Clock wiring as the flow saved it:
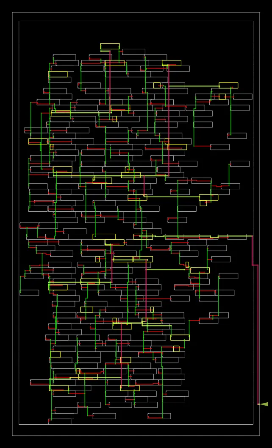
Cells by drive strength:
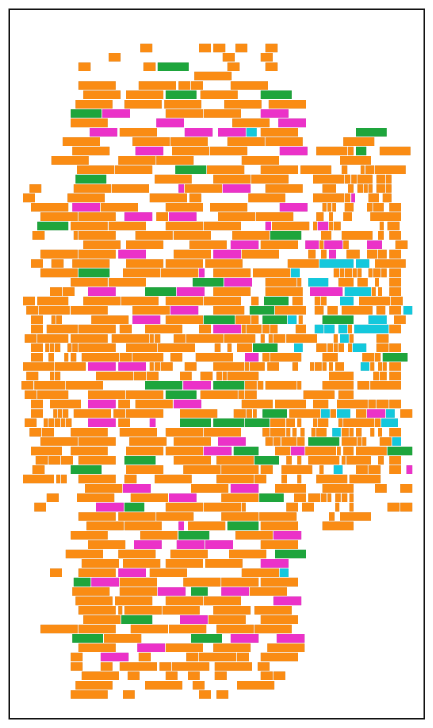
File: config.mk
export PLATFORM = sky130hd
export DESIGN_NAME = kernel_result_writeback_dual
export DESIGN_NICKNAME = d
export VERILOG_FILES = /design/src/rtl/kernel_result_writeback_dual.sv
export SDC_FILE = /design/constraint.sdc
export NUM_CORES = 1
export LEC_CHECK = 0
export CAP_MARGIN = 20
export CORE_ASPECT_RATIO = 1.75
export CORE_MARGIN = 3
export CORE_UTILIZATION = 45
export DETAILED_ROUTE_END_ITERATION = 8
export PLACE_DENSITY = 0.73
export SLEW_MARGIN = 30
export SYNTH_ARGS = -nofsm -noshare
export SYNTH_HDL_FRONTEND = slang
export SYNTH_SLANG_ARGS = --single-unit
export TNS_END_PERCENT = 100
File: constraint.sdc
create_clock -name clk -period 3 [get_ports clk]
set_input_delay 0.6 -clock clk [delete_from_list [all_inputs] [get_ports clk]]
set_output_delay 0.6 -clock clk [all_outputs]
set_load 0.05 [all_outputs]
File: src/rtl/kernel_result_writeback_dual.sv
// kernel_result_writeback_dual
// Two kernel lanes push (index, pixel) results into private FIFOs. A round-robin
// arbiter drains them into one single-port frame memory, at most one write per
// clock. Writes per frame are counted (saturating) and out-of-range indices
// raise a sticky error.

// Per-lane FIFO. Storage is not reset; only the pointers and occupancy are.
module kernel_wb_lane_fifo #(
  parameter int W     = 25,
  parameter int DEPTH = 4
) (
  input  logic         clk,
  input  logic         n_rst,
  input  logic         clr,
  input  logic         push,
  input  logic [W-1:0] din,
  input  logic         pop,
  output logic [W-1:0] dout,
  output logic         full,
  output logic         empty
);
  localparam int PW = $clog2(DEPTH);

  logic [W-1:0]  mem [DEPTH];
  logic [PW-1:0] rd_ptr, wr_ptr;
  logic [PW:0]   cnt;
  logic          push_ok, pop_ok;

  assign full    = (cnt == (PW+1)'(DEPTH));
  assign empty   = (cnt == '0);
  assign push_ok = push && !full;
  assign pop_ok  = pop && !empty;
  assign dout    = mem[rd_ptr];

  // Pointer/occupancy update; a clear drops everything queued.
  always_ff @(posedge clk or negedge n_rst) begin
    if (!n_rst) begin
      rd_ptr <= '0;
      wr_ptr <= '0;
      cnt    <= '0;
    end else if (clr) begin
      rd_ptr <= '0;
      wr_ptr <= '0;
      cnt    <= '0;
    end else begin
      if (push_ok) wr_ptr <= wr_ptr + 1'b1;
      if (pop_ok)  rd_ptr <= rd_ptr + 1'b1;
      cnt <= cnt + (PW+1)'(push_ok) - (PW+1)'(pop_ok);
    end
  end

  // Entry storage write.
  always_ff @(posedge clk) begin
    if (push_ok && !clr) mem[wr_ptr] <= din;
  end
endmodule

module kernel_result_writeback_dual #(
  parameter int DATA_W     = 13,
  parameter int IDX_W      = 13,
  parameter int ADDR_W     = 12,
  parameter int NUM_PIXELS = 4096,
  parameter int FIFO_DEPTH = 4
) (
  input  logic              clk,
  input  logic              n_rst,
  input  logic              frame_clr,
  input  logic              valid1,
  input  logic [IDX_W-1:0]  i1,
  input  logic [DATA_W-1:0] pix1,
  output logic              ready1,
  input  logic              valid2,
  input  logic [IDX_W-1:0]  i2,
  input  logic [DATA_W-1:0] pix2,
  output logic              ready2,
  output logic              wr_en,
  output logic [ADDR_W-1:0] wr_address,
  output logic [DATA_W-1:0] wr_data,
  output logic [ADDR_W:0]   wr_count,
  output logic              done,
  output logic              range_err
);
  localparam int NUM_LANES = 2;

  typedef struct packed {
    logic [ADDR_W-1:0] addr;
    logic [DATA_W-1:0] data;
  } wb_ent_t;

  localparam int ENT_W = $bits(wb_ent_t);

  logic [NUM_LANES-1:0]             valid, ready, push, pop, full, empty, oor;
  logic [NUM_LANES-1:0][IDX_W-1:0]  idx;
  logic [NUM_LANES-1:0][DATA_W-1:0] pix;
  logic [NUM_LANES-1:0][ENT_W-1:0]  fifo_dout;

  logic    grant_vld;
  logic    grant;       // 0 = lane 1, 1 = lane 2
  logic    last_grant;
  wb_ent_t gsel;

  assign valid  = {valid2, valid1};
  assign idx    = {i2, i1};
  assign pix    = {pix2, pix1};
  assign ready1 = ready[0];
  assign ready2 = ready[1];

  generate
    for (genvar l = 0; l < NUM_LANES; l++) begin : g_lane
      logic    in_range;
      wb_ent_t ent;

      // Extra top bit keeps the compare correct even if IDX_W == ADDR_W.
      assign in_range = ({1'b0, idx[l]} < (IDX_W+1)'(NUM_PIXELS));
      // Ready looks only at registered fullness and the clear strobe; a full
      // FIFO stays not-ready even if it is being popped this cycle.
      assign ready[l] = n_rst && !full[l] && !frame_clr;
      assign push[l]  = valid[l] && ready[l] && in_range;
      assign oor[l]   = valid[l] && ready[l] && !in_range;
      assign ent.addr = idx[l][ADDR_W-1:0];
      assign ent.data = pix[l];

      kernel_wb_lane_fifo #(.W(ENT_W), .DEPTH(FIFO_DEPTH)) u_fifo (
        .clk   (clk),
        .n_rst (n_rst),
        .clr   (frame_clr),
        .push  (push[l]),
        .din   (ent),
        .pop   (pop[l]),
        .dout  (fifo_dout[l]),
        .full  (full[l]),
        .empty (empty[l])
      );
    end
  endgenerate

  // Round-robin grant from registered FIFO state; ties go to the lane not granted last.
  always_comb begin
    grant_vld = 1'b0;
    grant     = 1'b0;
    if (!empty[0] && !empty[1]) begin
      grant_vld = 1'b1;
      grant     = ~last_grant;
    end else if (!empty[0]) begin
      grant_vld = 1'b1;
      grant     = 1'b0;
    end else if (!empty[1]) begin
      grant_vld = 1'b1;
      grant     = 1'b1;
    end
  end

  assign pop  = (grant_vld && !frame_clr) ? (grant ? 2'b10 : 2'b01) : 2'b00;
  assign gsel = wb_ent_t'(fifo_dout[grant]);
  assign done = (wr_count == (ADDR_W+1)'(NUM_PIXELS));

  // Registered write port, frame counter, sticky range error and arbiter history.
  always_ff @(posedge clk or negedge n_rst) begin
    if (!n_rst) begin
      wr_en      <= 1'b0;
      wr_address <= '0;
      wr_data    <= '0;
      wr_count   <= '0;
      range_err  <= 1'b0;
      last_grant <= 1'b1;   // lane 2 "last" so lane 1 wins the first tie
    end else if (frame_clr) begin
      wr_en      <= 1'b0;
      wr_count   <= '0;
      range_err  <= 1'b0;
      last_grant <= 1'b1;
    end else begin
      wr_en <= grant_vld;
      if (grant_vld) begin
        wr_address <= gsel.addr;
        wr_data    <= gsel.data;
        last_grant <= grant;
        if (!done) wr_count <= wr_count + 1'b1;
      end
      if (|oor) range_err <= 1'b1;
    end
  end
endmodule
==> Table 3: Implementation characteristics <==
Physical design parameters

Parameter                              Value

Run status
  Status .................. complete, no violations

Critical path
  Critical path endpoint .................. done
  Launch instance of the worst register-to-register path .................. g_lane[0].u_fifo.cnt[2]$_DFF_PN0_
  Worst path cell trace .................. inv_1 > ha_1 > nor4b_1 > nand3_1 > inv_2 > buf_4
  Crit path DRT .................. between 2 and 2.5 ns
  Largest delay share family, worst path .................. buffers and inverters
  Startpoint of the most critical setup path .................. wr_count[0]$_DFFE_PN0P_
  Top fanout value on the critical path .................. 12
  R2R cell count .................. 11
  Register-to-register setup slack .................. around 0.34 ns
  Maximum single-stage delay on the critical path .................. 0.47 ns
  Crit path arrival time .................. ~2.1 ns
  Worst Path Buf+Inv .................. 3
  Type of element capturing the critical path .................. primary output

Synth
  Chip area estimate from yosys synthesis .................. slightly above 10000 um^2
  Gate Count Post-Synth .................. between 500 and 600
  Post-synthesis register bit count .................. approximately 260
  Yosys top cell by area .................. edfxtp_1
  Number of nets at floorplan .................. ~630
  Share of synthesized area occupied by flip-flops and latches .................. 0.721
  Top area contributor share .................. 0.587
  EDFF count, synth .................. ~200
  Most repeated cell in the gate-level netlist after synthesis .................. edfxtp_1
  Average cell area after synthesis .................. roughly 18 um^2
  Yosys warns .................. 0
  Library cells used by synthesis .................. 49

Clock network
  Maximum clock path buffer count .................. 3
  Clock tree from TritonCTS .................. done
  Clock slew seen by the registers of the worst setup and hold paths .................. ~0.070 ns
  TritonCTS Sinks .................. 255
  Cell resize tally after clock tree synthesis .................. 0

Pwr
  P_int .................. 7.24 mW
  Power Dens Cells .................. roughly 860 nW/um^2
  Power drawn by the sequential cells .................. about 4.4 mW
  Combinational cell power .................. around 3.4 mW
  Clock share of power .................. 0.282
  Part of the total power dissipated in combinational logic .................. 0.316
  Switching power share of the total .................. 0.332

Finish
  Multi-input gate share of total cell area .................. 0.210
  Final core occ .................. 0.565
  Fin cells .................. 992
  Most frequently placed logic cell in the final layout .................. edfxtp_1
  Filler Cells Inserted .................. between 1.5k and 2k
  Max FFs per register .................. 200
  Top flop regs .................. g_lane.u_fifo.mem x200, wr_count x13, wr_data x13
  FF/Latch Area .................. 7380 um^2
  Layout cells sized above 1 .................. 0.194
  Area of the multi-input gates .................. between 2000 and 3000 um^2
  Post-layout instance area .................. about 13000 um^2
  Largest Register .................. g_lane.u_fifo.mem

GRT
  Vias in the first global route .................. around 6k
  Busiest layer in global routing .................. met2
  Antenna violations before repair .................. 0
  Fraction of met3 tracks used by global routing .................. 0.0245
  First-pass GRT wire length .................. 33300 um
  Largest net degree at the start of global routing .................. 56
  Fraction of met2 tracks used by global routing .................. 0.326

Route
  Final WL .................. between 20000 and 25000 um
  Routed wire per std cell .................. 21.6 um
  Detailed Route Iter0 Violations .................. approximately 360

Die
  Tap Count .................. between 200 and 300
  Overall die width .................. approximately 120 um
  Core utilization at floorplan .................. 0.460
  Area of the chip .................. roughly 25000 um^2
  Die height .................. slightly above 200 um
  Core Area .................. 22300 um^2

Placed design
  Number of placed cells counting well taps .................. approximately 950
  Cell Area, Placed .................. about 12000 um^2
  Routability congestion estimate .................. roughly 0.84

Timing
  Final Hold Viols .................. 0
  Shortest period the worst path allows .................. approximately 2.7 ns
  Sum Neg Setup Slack .................. 0 ns
  Min Hold Slack .................. 0.295 ns

Flow run
  Tool warning count .................. 33
  Number of max-cap violations .................. 0
Back to the opening pictures, 'clock wiring as the flow saved it':
Setup Skew: 0.0170 ns
Clock Buffer Count: 32
total clock network power: 3.06 mW
flip-flops: 255
Insertion Delay late pin: 0.50 ns

Back to the opening pictures, 'cells by drive strength':
legend:
  x3 and x4:
    color: cyan
    cells: 26
    share: 3.7%
    most_used: buf_4
  x1 and smaller:
    color: orange
    cells: 561
    share: 81%
    most_used: edfxtp_1
  x6 and larger:
    color: green
    cells: 43
    share: 6.2%
    most_used: clkbuf_16
  x2:
    color: magenta
    cells: 66
    share: 9.5%
    most_used: mux4_2
final worst setup slack: 0.322 ns
area added between synthesis and finish: 22.8%
non-clock buffer count: 120

-- cell families (layout without fill, tap and decap cells) --
kind of cell / count (synthesis) / count (layout) / synth area share
flip-flops: 255 / 255 / 0.721
AND/OR/NAND/NOR: 95 / 95 / 0.0488
multiplexers: 82 / 82 / 0.142
AND-OR/OR-AND: 55 / 55 / 0.0368
buffers and inverters: 45 / 183 / 0.0209
adder cells (fa/ha/maj): 16 / 16 / 0.0210
XOR/XNOR: 10 / 10 / 0.00856
-- routing by layer --
metal	up-vias	routed length (um)	part of all wire
li1	2400	-	-
met1	2738	7820	0.36
met2	159	11800	0.55
met3	41	985	0.046
met4	0	851	0.040
met5	-	0	0
No activity file was given, so power comes from the tool's default toggle rates.
